$ cat config.mk
export PLATFORM = sky130hd
export DESIGN_NAME = int_ctrl
export DESIGN_NICKNAME = d
export VERILOG_FILES = /design/src/rtl/int_pkg.sv /design/src/rtl/int_sync.sv /design/src/rtl/int_ctrl.sv
export SDC_FILE = /design/constraint.sdc
export NUM_CORES = 1
export LEC_CHECK = 0
export ABC_CLOCK_PERIOD_IN_PS = 1300
export CORE_ASPECT_RATIO = 2
export CORE_MARGIN = 10
export CORE_UTILIZATION = 40
export DETAILED_ROUTE_END_ITERATION = 10
export HOLD_SLACK_MARGIN = 0.02
export PLACE_DENSITY = 0.75
export SYNTH_ARGS = -nofsm -noshare
export SYNTH_HDL_FRONTEND = slang
export SYNTH_HIERARCHICAL = 1
export SYNTH_SLANG_ARGS = --single-unit
$ cat constraint.sdc
create_clock -name clk -period 1.3 [get_ports clk]
set_input_delay 0.325 -clock clk [delete_from_list [all_inputs] [get_ports clk]]
set_output_delay 0.325 -clock clk [all_outputs]
set_load 0.01 [all_outputs]
$ cat src/rtl/int_pkg.sv
// Shared definitions for the interrupt controller: FSM states, default sizing
// and the return-from-interrupt opcode decoded upstream into int_done.
package int_pkg;

    localparam int         NUM_IRQ_DEFAULT = 8;
    localparam int         CAUSE_W_DEFAULT = 3;
    localparam logic [3:0] RETI_OPCODE     = 4'b0011;

    typedef enum logic [1:0] {
        IDLE    = 2'd0,
        REQ     = 2'd1,
        SERVICE = 2'd2
    } int_state_e;

    // Lowest set index of a request vector (up to 16 lines); 0 when empty.
    function automatic logic [3:0] lowest_set(input logic [15:0] vec);
        lowest_set = 4'd0;
        for (int i = 15; i >= 0; i--) begin
            if (vec[i]) lowest_set = 4'(i);
        end
    endfunction

endpackage

$ cat src/rtl/int_sync.sv
// Two-flop synchronizer bank for asynchronous inputs.
module int_sync #(
    parameter int WIDTH = 1
) (
    input  logic             clk,
    input  logic             rst,
    input  logic [WIDTH-1:0] d,
    output logic [WIDTH-1:0] q
);

    logic [WIDTH-1:0] meta;

    // NOTE: non-blocking assignments here are what make meta and q two distinct
    // pipeline stages; blocking would collapse them into a single flop.
    always_ff @(posedge clk or posedge rst) begin
        if (rst) begin
            meta <= '0;
            q    <= '0;
        end else begin
            meta <= d;
            q    <= meta;
        end
    end

endmodule

$ cat src/rtl/int_ctrl.sv
// Interrupt controller: synchronizes requests, tracks pending/mask and hands
// one cause at a time to fetch. Define INT_CTRL_EDGE_EN for edge-triggered mode.
module int_ctrl
    import int_pkg::*;
#(
    parameter int NUM_IRQ = NUM_IRQ_DEFAULT,
    parameter int CAUSE_W = CAUSE_W_DEFAULT
) (
    input  logic               clk,
    input  logic               rst,
    input  logic [NUM_IRQ-1:0] irq_in,
    input  logic               int_ack,
    input  logic               int_done,
    input  logic               mask_we,
    input  logic [NUM_IRQ-1:0] mask_wdata,
    output logic               ipu_int,
    output logic [CAUSE_W-1:0] int_cause,
    output logic [NUM_IRQ-1:0] int_pending,
    output logic [NUM_IRQ-1:0] int_mask,
    output logic [7:0]         int_count
);

    logic [NUM_IRQ-1:0] irq_sync;
    logic [NUM_IRQ-1:0] active;
    int_state_e         state, state_next;
    logic               take;
    logic               done_take;

    int_sync #(.WIDTH(NUM_IRQ)) u_sync (
        .clk (clk),
        .rst (rst),
        .d   (irq_in),
        .q   (irq_sync)
    );

    assign active = int_pending & int_mask;

    // NOTE: every always_comb output gets a default first so no path through
    // the case statement leaves a signal unassigned and infers a latch.
    always_comb begin
        state_next = state;
        take       = 1'b0;
        done_take  = 1'b0;
        unique case (state)
            IDLE: begin
                if (|active) begin
                    state_next = REQ;
                    take       = 1'b1;
                end
            end
            REQ: begin
                if (int_ack) state_next = SERVICE;
            end
            SERVICE: begin
                if (int_done) begin
                    state_next = IDLE;
                    done_take  = 1'b1;
                end
            end
            default: state_next = IDLE;
        endcase
    end

    always_ff @(posedge clk or posedge rst) begin
        if (rst) begin
            state     <= IDLE;
            ipu_int   <= 1'b0;
            int_cause <= '0;
            int_count <= 8'd0;
        end else begin
            state   <= state_next;
            ipu_int <= (state_next == REQ);
            // Cause is captured only on IDLE->REQ, so it stays put through SERVICE.
            if (take) int_cause <= CAUSE_W'(lowest_set(16'(active)));
            if (done_take && int_count != 8'hFF) int_count <= int_count + 8'd1;
        end
    end

    always_ff @(posedge clk or posedge rst) begin
        if (rst) begin
            int_mask <= '1;
        end else if (mask_we) begin
            int_mask <= mask_wdata;
        end
    end

`ifdef INT_CTRL_EDGE_EN
    logic [NUM_IRQ-1:0] irq_prev;
    logic [NUM_IRQ-1:0] irq_rise;
    logic [NUM_IRQ-1:0] clr_vec;

    assign irq_rise = irq_sync & ~irq_prev;
    assign clr_vec  = (state == REQ && int_ack) ? (NUM_IRQ'(1) << int_cause) : '0;

    // Rise is OR-ed in after the clear so a fresh edge on the serviced line survives.
    always_ff @(posedge clk or posedge rst) begin
        if (rst) begin
            irq_prev    <= '0;
            int_pending <= '0;
        end else begin
            irq_prev    <= irq_sync;
            int_pending <= (int_pending & ~clr_vec) | irq_rise;
        end
    end
`else
    // Level mode: the source owns the request and deasserts it itself.
    assign int_pending = irq_sync;
`endif

endmodule

==> summary.txt, run 1 <==
The full implementation flow was run.

The placement report lists the number of port buffers as around 48. The main area contributors are sky130_fd_sc_hd__dfrtp_1 (53%), sky130_fd_sc_hd__dfstp_2 (15%), sky130_fd_sc_hd__mux2_2 (7.1%). The largest driver fanout on the critical path stands at 4. The and-or/or-and share of the synthesized area stands at 9.31%. The clock transition time at the flip-flop clock pins of the worst setup and hold paths stands at approximately 0.07 ns.

The leakage component of the power stands at ~1.1 nW. The sum of net half-perimeters after detailed placement stands at between 2000 and 3000 um. In this run the vertical extent of the chip is around 100 um.

The post-detailed-route count of antenna-violating nets stands at 0. The worst setup path is launched from a register. In the routed design, unresolved DRC markers number 0. In this run the critical register-to-register path is captured at int_cause[2]. The filler cell count stands at approximately 240.

The most critical setup path has its startpoint at int_mask[2]. The highest attainable clock frequency stands at 728 MHz. The cell area after synthesis stands at 1420 um^2. The detailed router finished its first iteration with 12 violations. Global routing used under 10% of the available met3 tracks. The total of endpoints with negative setup slack in the final report stands at 11. The count of instantiated cells in the yosys netlist stands at 106.

about 50 I/O pins were placed. Setup repair after global routing could not meet its margin everywhere. Per the synthesis report, the adder-cell share of the synthesized area is less than 1%. Endpoints failing hold in the final report were tallied at 0. The flow measured a signed area growth from synthesis to layout of 67.0%. The checks that failed: negative setup slack. Among all stages on the critical path, the maximum delay recorded is 0.38 ns. Entering global routing, the biggest net connects 23 pins. The flow reported a cell area power density of between 1500 and 2000 nW/um^2.

The proportion of layout cells with a drive suffix above 1 stands at between 50% and 60%. Counting both buffers and inverters, the worst setup path holds a total of 2. The warning tally printed by Yosys for this design is 6. According to the timing report, the critical path is captured at int_cause[2]. The root buffer cell chosen for the clock tree is sky130_fd_sc_hd__clkbuf_8.

The worst setup path is of the register to register kind. The slowest stage of the critical path belongs to the cell sky130_fd_sc_hd__dfstp_2. The count of tool warnings stands at 29.

After the last flow step, the layout net total stands at 209. The timing report attributes the biggest portion of critical-path delay to flip-flops. STA classifies the critical path endpoint as a register. Ranking logic cells in the layout by count gives the top entries sky130_fd_sc_hd__dfrtp_1 (26), sky130_fd_sc_hd__buf_4 (21), sky130_fd_sc_hd__clkdlybuf4s50_1 (19).

The routability congestion estimate stands at 0.789. The max-slew headroom at the worst pin stands at 85.2%. After synthesis, the largest family of logic cells by area is AND-OR/OR-AND gates. The path class of the tightest hold or removal check is input port to asynchronous set/reset pin. Summed over all routing layers, the global router reports a total usage of 12.8%. Clock tree synthesis found a total of 38 sinks. Sequential elements use 67.5% of the synthesized area. The clock skew stands at around 0.0037 ns. The data required time reported for the critical path is 1.49 ns. The synthesized area per cell stands at roughly 13 um^2. The number of placed instances with taps included stands at around 220. Counting pins that exceed their max-slew limit in the final report gives 0.

The flop-to-flop setup slack stands at -0.07 ns. The flow ran to the end, but the final reports show violations. The global-route met2 utilization stands at 22.4%. The number of global-route vias before repair was approximately 1.4k. The first global-routing pass estimated between 6000 and 7000 um of wire. The number of antenna violations at the first check in global routing came to 0. The deepest level of the CTS H-tree stands at 2. The final worst-path cycle share stands at 106%. The final route contains ~1.2k vias. IR analysis of the VDD net gives a maximum drop of ~1200 uV. The number of buffers inserted for hold repair after clock tree synthesis stands at 0.

The minimum clock period stands at about 1.4 ns. The basic-gate share of the synthesized area counting and, or, nand and nor cells stands at under 10%. Hold timing on the final database bottoms out at a slack of 0.347 ns. Per STA, the worst path is made up of buf_6 -> a22oi_2 -> nand4_1 -> buf_4 -> a21oi_2 -> a21oi_1. The number of non-filler instances in the completed layout stands at around 240.

The routing usage on met1 stands at between 10% and 20%. The cell type that accounts for the most area after synthesis is sky130_fd_sc_hd__dfrtp_1. The pre-CTS worst setup slack stands at -0.459 ns. The actual transition at the worst max-transition pin stands at about 0.22 ns. The repair_antennas step left the layout with diodes totalling 0. The synthesized instance count is around 110. Synthesis instantiated 30 different standard cells from the library.

The data arrival time at the worst-slack endpoint stands at between 1.5 and 2 ns. The startpoint identified for the worst register-to-register timing path is int_mask[2]. The script logs the ratio of routed vias to standard cells as 4.95.

The report counts max-capacitance violations totalling 0. The net count after synthesis stands at ~130. Global routing put the most usage on met2. The final routed wirelength across all metal layers stands at 3870 um. After synthesis, the chip area reported by Yosys is 1420 um^2. Synthesis inferred 38 register bits. In this run the number of cells on the critical path is 6. In the synthesized netlist, mux cells make up under 10% of the area. Looking at the post-CTS report, the setup buffer insertion count equals 4. The critical path in the final layout is reported with a setup slack of -0.0740 ns. The share of the synthesized netlist area taken by xor and xnor gates stands at roughly 4.3%.

The number of buffers created by CTS stands at 5. The worst-skew pair later-pin latency stands at roughly 0.30 ns. The number of cells on the worst reg-to-reg path stands at 6. The buffer levels on the longest clock path stands at 2. The die outline area stands at 6490 um^2. Before placement the cells fill a little over two fifths of the core.

Once the clock tree was built, the resizer swapped around 94 gates to a different size. According to the floorplan log, the row count is 30.
==> run 1: synthesized netlist by cell type (all sizes together) <==
library cell and count:
a311o 1, nand3b 1, nand3 3, clkbuf 1, a211oi 2, a31oi 1, o21ai 2, ha 1
a22oi 2, mux2 9, and4 1, nand4 1, xnor2 3, nor2 3, nand2 10, xor2 4
a32o 1, nand2b 2, a31o 1, o211ai 1, o2bb2ai 1, dfstp 8, nor3 4, dfrtp 30
o22ai 1, inv 5, a41o 1, and2 1, a21oi 5
==> run 1: sequential cells by signal, summed over array words and instances, names as in the netlist <==
name,flops
int_count,8
int_mask,8
u_sync/q,8
ipu_int,1
int_cause,3
u_sync/meta,8
state,2
==> run 1: final cells by class <==
| type | count | area [um^2] | area share, % |
|---|---|---|---|
| flip-flops and latches | 38 | 966 | 40.6 |
| repair buffers | 75 | 672 | 28.3 |
| multi-input cells | 62 | 547 | 23.0 |
| clock buffers | 5 | 68.8 | 2.89 |
| well taps | 48 | 60.1 | 2.53 |
| clock inverters | 3 | 45.0 | 1.89 |
| inverters | 5 | 18.8 | 0.789 |
==> run 1: per-stage QoR <==
step	TNS [ns]	cell area, um^2
6_report	-0.344	2380
5_1_grt	-1.31	2380
4_1_cts	-0.174	2350
3_5_place_dp	-4.43	2180
3_3_place_gp	-3.65	2180
2_1_floorplan	-0.0491	1470
==> run 1: where the power goes <==
group	switching (W)	total, W	internal, W
clock	0.000440	0.00101	0.000570
combinational	0.000562	0.00127	0.000704
sequential	0.000142	0.00155	0.00141
total	0.00114	0.00383	0.00269
==> run 1: routing by layer <==
layer,vias up,routed length [um]
met2,36,2220
met1,587,1310
li1,537,-
met5,-,0
met4,0,102
met3,9,231
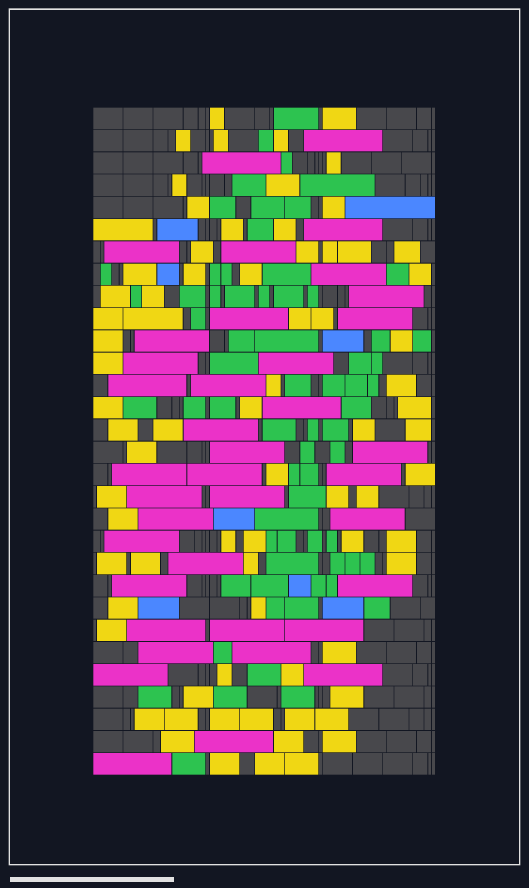
Fig. 1. Placed cells, one colour a class (run 1).
Bar = 20 um. Fill, decap, tap and diode cells in grey.
| class | colour | cells | share of their area |
|---|---|---|---|
| clock drivers and dummy loads | blue | 8 | 4.9% |
| remaining logic cells | green | 67 | 24% |
| sequential cells | magenta | 38 | 42% |
| remaining buffers and delay cells | yellow | 75 | 29% |
final design utilization: 69.6%
Floorplan Core Area: 3420 um^2

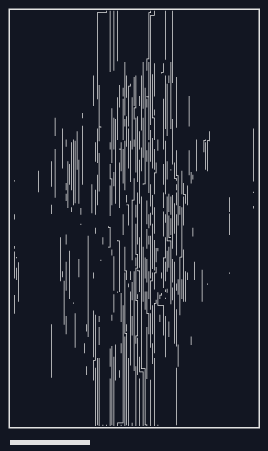
Fig. 2. The metal 2 layer (run 1).
Bar = 20 um.
longest straight run: 43.0 um
wire length on this layer: 2220 um
nets with wire on the layer: 196

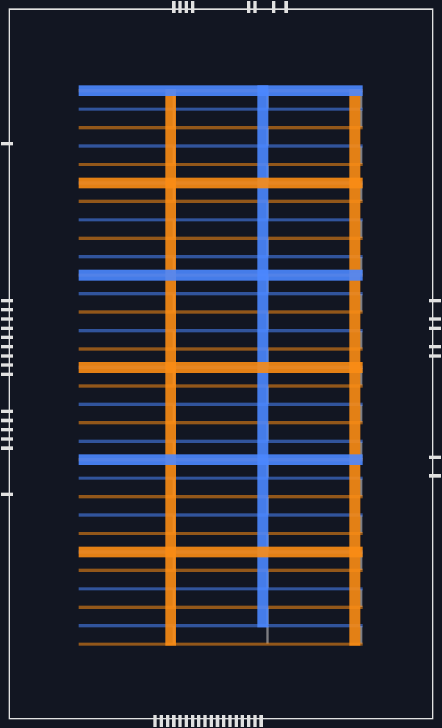
Fig. 3. Supply network (run 1).
Pins as bars on the die edge. Tap cells in grey.
| net | colour |
|---|---|
| VSS | orange |
| VDD | blue |
met4 straps: 3
rows: 30

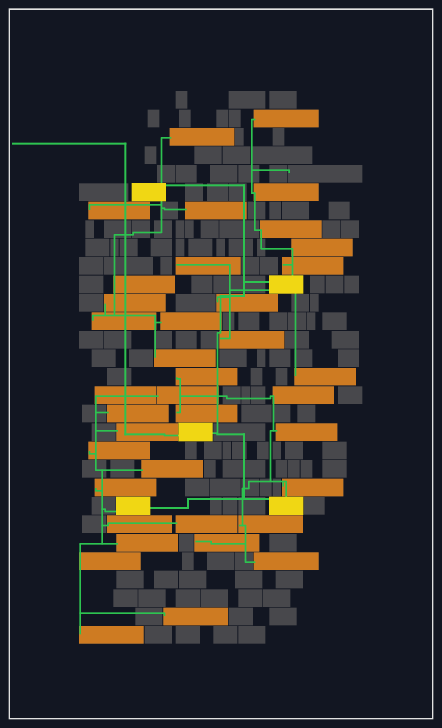
Fig. 4. Routed clock nets over the placement (run 1).
[flip-flops] orange | count: 38
[clock wires] green | length: 491 um
[clock-net drivers] yellow | count: 5
routed clock nets: 6

Fig. 5: run 1, cell outlines without signal wires
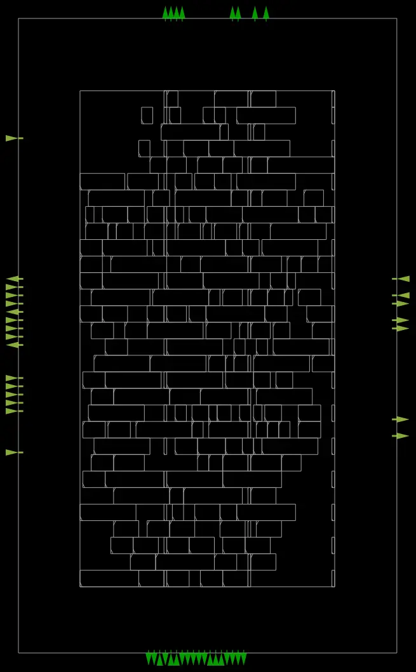

==> run 1 -> run 2 <==
CORE_MARGIN = 3   (was 10)
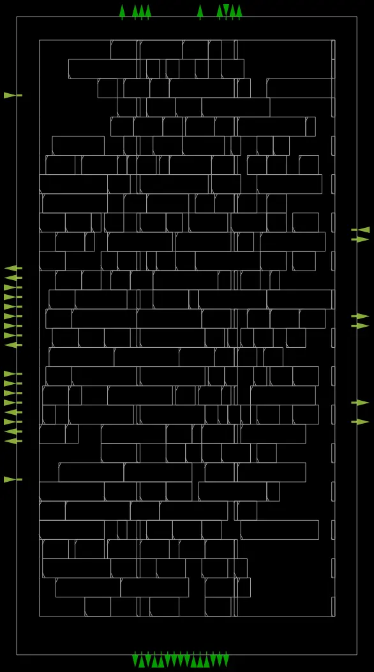
Fig. 6. Cell outlines without signal wires (run 2).
final design utilization: 70.5%
count of fill cells added during filler insertion: 228
non-filler instance count after layout: 241
share of the final layout cell area in sequential cells: 40.1%
total number of placement rows: 30

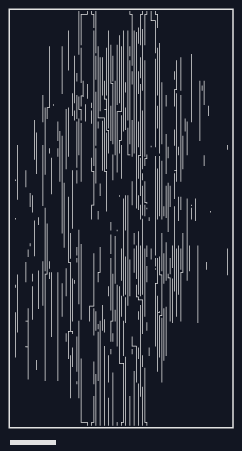
Fig. 7. The metal 2 layer (run 2).
Bar = 10 um.
wire length on this layer: 2380 um
longest straight run: 38.1 um
main direction: vertical
post-detailed-routing wire length: 3940 um
overall via count from detail_route: 1192
met2 Track Usage GR: 33.5%

==> run 2 against run 1 <==
Effect of this change: the flow still finishes with violations (negative setup slack); sequential power barely moved; register-to-register slack got worse by 0.06 ns; count of clock-buffer cells in the layout unchanged; combinational power barely moved; maximum frequency shrank 3.9%; synthesized cell count unchanged; worst hold slack worse by 0.14 ns; clock power about the same; via count up 2.0%; sequential cell count is the same; global-route usage is 6.9 points higher; total power decreased by 0.56%; critical path type unchanged; critical endpoint is now int_count[1]; largest cell class unchanged.
==> summary.txt, run 2 <==
The full implementation flow was run.

Outcome: finished, violations left (unchanged). Violated checks: negative setup slack (unchanged). The startpoint-to-endpoint class of the critical path is register to register (unchanged). The clock sink total was 38 (unchanged).

Post-synth top cells: sky130_fd_sc_hd__dfrtp_1 (30), sky130_fd_sc_hd__nand2_1 (10), sky130_fd_sc_hd__mux2_2 (9) (unchanged). The share of the synthesized netlist area taken by xor and xnor gates stands at 4.31% (unchanged). The mux share of post-synthesis cell area stands at 7.12% (unchanged). The data arrival time at the worst-slack endpoint stands at 1.60 ns (was 1.56 ns). The cell taking the most area after synthesis is sky130_fd_sc_hd__dfrtp_1 (unchanged). The dominant kind of combinational cell was AND-OR/OR-AND gates (unchanged). The buffer levels on the longest clock path stands at 2 (unchanged).

The number of warning messages in the yosys log stands at 6 (unchanged). The overall routing resource usage stands at 19.7% (was 12.8%). The kind of start point of the critical path was a register (unchanged). The post-detailed-route count of antenna-violating nets is 0 (unchanged).

The origin of the worst setup path is int_count[4] (was int_mask[2]). The share of total power in sequential cells is 41.0% (was 40.6%). The critical path required time was 1.47 ns (was 1.49 ns). The number of antenna violations at the first check in global routing was 0 (unchanged).

The maximum number of pins on one net before global-route repair stands at 22 (was 23). The basic-gate share of the synthesized area counting and, or, nand and nor cells stands at 9.31% (unchanged). The synthesized area per cell stands at 13.4 um^2 (unchanged). The switching part of the total power stands at 29.7% (was 29.9%). The power share of the combinational group stands at 33.0% (was 33.1%). The synthesis-to-layout area growth came to 69.2% (was 67.0%).

The number of placed instances with taps included was 220 (was 221). The total of endpoints with negative setup slack in the final report stands at 14 (was 11). The net count of the finished layout stands at 214 (was 209). The routability congestion estimate stands at 0.726 (was 0.789).

The I/O pin count was 49 (unchanged). The count of antenna diodes in the layout is 0 (unchanged). The post-route worst hold slack stands at 0.205 ns (was 0.347 ns).

The number of unique standard cell types used by synthesis was 30 (unchanged). The net switching power stands at 0.00113 W (was 0.00114 W). The count of tool warnings stands at 29 (unchanged).

The synthesis-stage register bit count stands at 38 (unchanged). The root cell of the clock tree is sky130_fd_sc_hd__clkbuf_8 (unchanged). The async set-or-reset flop fraction in the synthesized netlist was 100% (unchanged). The clock skew stands at 0.00504 ns (was 0.00371 ns). The internal power of the cells was 0.00268 W (was 0.00269 W).

The placed cell area is 2180 um^2 (about the same). The number of design rule violations left after detail routing stands at 0 (unchanged). The actual transition at the worst max-transition pin stands at 0.233 ns (was 0.222 ns).

The number of instances in the synthesized netlist came to 106 (unchanged). The final tally of hold violations stands at 0 (unchanged). The minimum clock period is 1.43 ns (was 1.37 ns). The total global routing overflow stands at 0 (unchanged). The maximum vdd drop stands at 1180 uV (was 1210 uV). The most common cell in the synthesized netlist is sky130_fd_sc_hd__dfrtp_1 (unchanged). The setup slack after layout came to -0.130 ns (was -0.0740 ns). The sum of net half-perimeters after detailed placement stands at 2720 um (was 2950 um). The slowest stage cell on the critical path is sky130_fd_sc_hd__dfrtp_1 (was sky130_fd_sc_hd__dfstp_2). The adder and majority gate portion of the synthesized area stands at 0.879% (unchanged). The register share after synthesis is 67.5% (unchanged). Ordered cell list for the critical path: buf_6 -> and4_4 -> a41o_4 -> mux2_4 (was buf_6 -> a22oi_2 -> nand4_1 -> buf_4 -> a21oi_2 -> a21oi_1). The number of iterations in the first detailed-routing pass stands at 4 (unchanged).

The final worst-path cycle share stands at 110% (was 106%). The total cell area reported by yosys after synthesis was 1420 um^2 (unchanged). The quantity of I/O buffers inserted on ports is 48 (unchanged).

The worst hold-check path type was input port to asynchronous set/reset pin (unchanged). The max-capacitance violation count is 0 (unchanged). The final instance area stands at 2410 um^2 (was 2380 um^2). The die outline area was 4360 um^2 (was 6490 um^2). The initial DRC count was 17 (was 12).

The core region area was 3420 um^2 (unchanged). The number of slew-limit violations in the final report stands at 0 (unchanged). The max-slew headroom at the worst pin stands at 84.4% (was 85.2%).

The and-or/or-and share of the synthesized area stands at 9.31% (unchanged). The clock transition time at the flip-flop clock pins of the worst setup and hold paths is 0.07 ns (about the same). The number of vias per cell after detailed routing is 4.95 (about the same). The highest attainable clock frequency was 699 MHz (was 728 MHz). The total negative slack for setup checks was -0.975 ns (was -0.344 ns). The net count after synthesis stands at 128 (unchanged). The proportion of layout cells with a drive suffix above 1 stands at 48.7% (was 50.0%).

The worst-skew pair later-pin latency is 0.29 ns (was 0.30 ns). Leading cell types in the layout, fill and taps excluded: sky130_fd_sc_hd__buf_4 (27), sky130_fd_sc_hd__dfrtp_1 (26), sky130_fd_sc_hd__clkdlybuf4s50_1 (19) (was sky130_fd_sc_hd__dfrtp_1 (26), sky130_fd_sc_hd__buf_4 (21), sky130_fd_sc_hd__clkdlybuf4s50_1 (19)). The cell area after synthesis was 1420 um^2 (unchanged).

The global-route wire length before repair came to 6100 um (was 6600 um). The count of instantiated cells in the yosys netlist is 106 (unchanged). The deepest level of the CTS H-tree was 2 (unchanged). RSZ-0062 raised after global routing: yes (unchanged). The largest driver fanout on the critical path stands at 5 (was 4). The overall die height stands at 90.4 um (was 104 um). The commonest register cell after synthesis is sky130_fd_sc_hd__dfrtp_1 (unchanged).

The largest incremental delay on the critical path is 0.38 ns (about the same). Biggest area contributors in the synthesized netlist: sky130_fd_sc_hd__dfrtp_1 (53%), sky130_fd_sc_hd__dfstp_2 (15%), sky130_fd_sc_hd__mux2_2 (7.1%) (unchanged). The post-synth tally of flip-flops with integrated enable is 0 (unchanged). The number of buffers created by CTS came to 5 (unchanged). The part of the total power dissipated in the clock network was 26.0% (was 26.4%). The leakage component of the power is 1.11 nW (was 1.08 nW). The number of global-route vias before repair stands at 1360 (was 1389).

The power per cell area stands at 1580 nW/um^2 (was 1610 nW/um^2). The endpoint kind of the worst setup timing path was a register (unchanged).
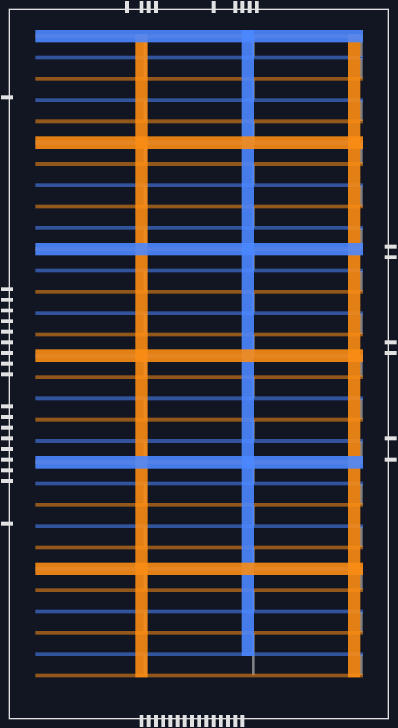
Fig. 8. Supply network (run 2).
Pins as bars on the die edge. Tap cells in grey.
| net | colour |
|---|---|
| VDD | blue |
| VSS | orange |
met5 straps: 6
rows: 30

-- run 2: path summary, 6_finish.rpt --
check / slack [ns] / endpoint / depth (start not counted)
setup reg to reg: -0.13 / int_count[1] / 4
min in group clk: 0.35 / u_sync/q[3] / 0
hold / removal: 0.20 / u_sync/meta[1] / 2
setup / recovery: -0.13 / int_count[1] / 4
max in group asynchronous: 0.67 / int_mask[0] / 3
hold reg to reg: 0.35 / u_sync/q[3] / 0
-- run 2: metal layers --
metal,global-route usage [%],routed length (um),vias to the layer above
met1,19.6,1250,594
li1,-,-,544
met2,33.5,2380,40
met3,5.59,175,14
met5,0,0,-
met4,10.3,133,0
-- run 2: cell type report --
type | count | area (um^2)
clock buffer | 5 | 68.8
clock inverter | 3 | 45.0
fill | 228 | 1010
inverter | 5 | 18.8
multi-input combinational | 62 | 538
sequential | 38 | 966
tap | 48 | 60.1
timing repair buffer | 80 | 713
-- run 2: repair_timing --
item,in CTS,in global routing
pin swaps,8,12
hold endpoints to repair,0,0
setup buffers,9,4
hold buffers,0,0
resized,77,27
endpoints found under the setup margin,38,34
-- run 2: logic make-up (layout without fill, tap and decap cells) --
family	Yosys count	after routing
xor+xnor	7	7
simple gates	26	26
compound gates	19	19
buf+inv	6	93
mux	9	9
flops	38	38
fa+ha+maj	1	1
-- run 2: power by group through the flow --
stage          Sequential (W)  Combinational, W  Clock, W
3_5_place_dp          0.00158           0.00120         0
2_1_floorplan         0.00169          0.000374         0
3_3_place_gp          0.00157           0.00114         0
6_report              0.00156           0.00126  0.000989
5_1_grt               0.00159           0.00135   0.00107
4_1_cts               0.00155           0.00117   0.00102
-- run 2: critical path, delay by kind of cell (launching register included) --
family / cells / cell delay [ns]
flops: 1 / 0.38
simple gates: 1 / 0.24
mux: 1 / 0.31
compound gates: 1 / 0.28
buf+inv: 1 / 0.11
Power and IR drop assume default switching activity.
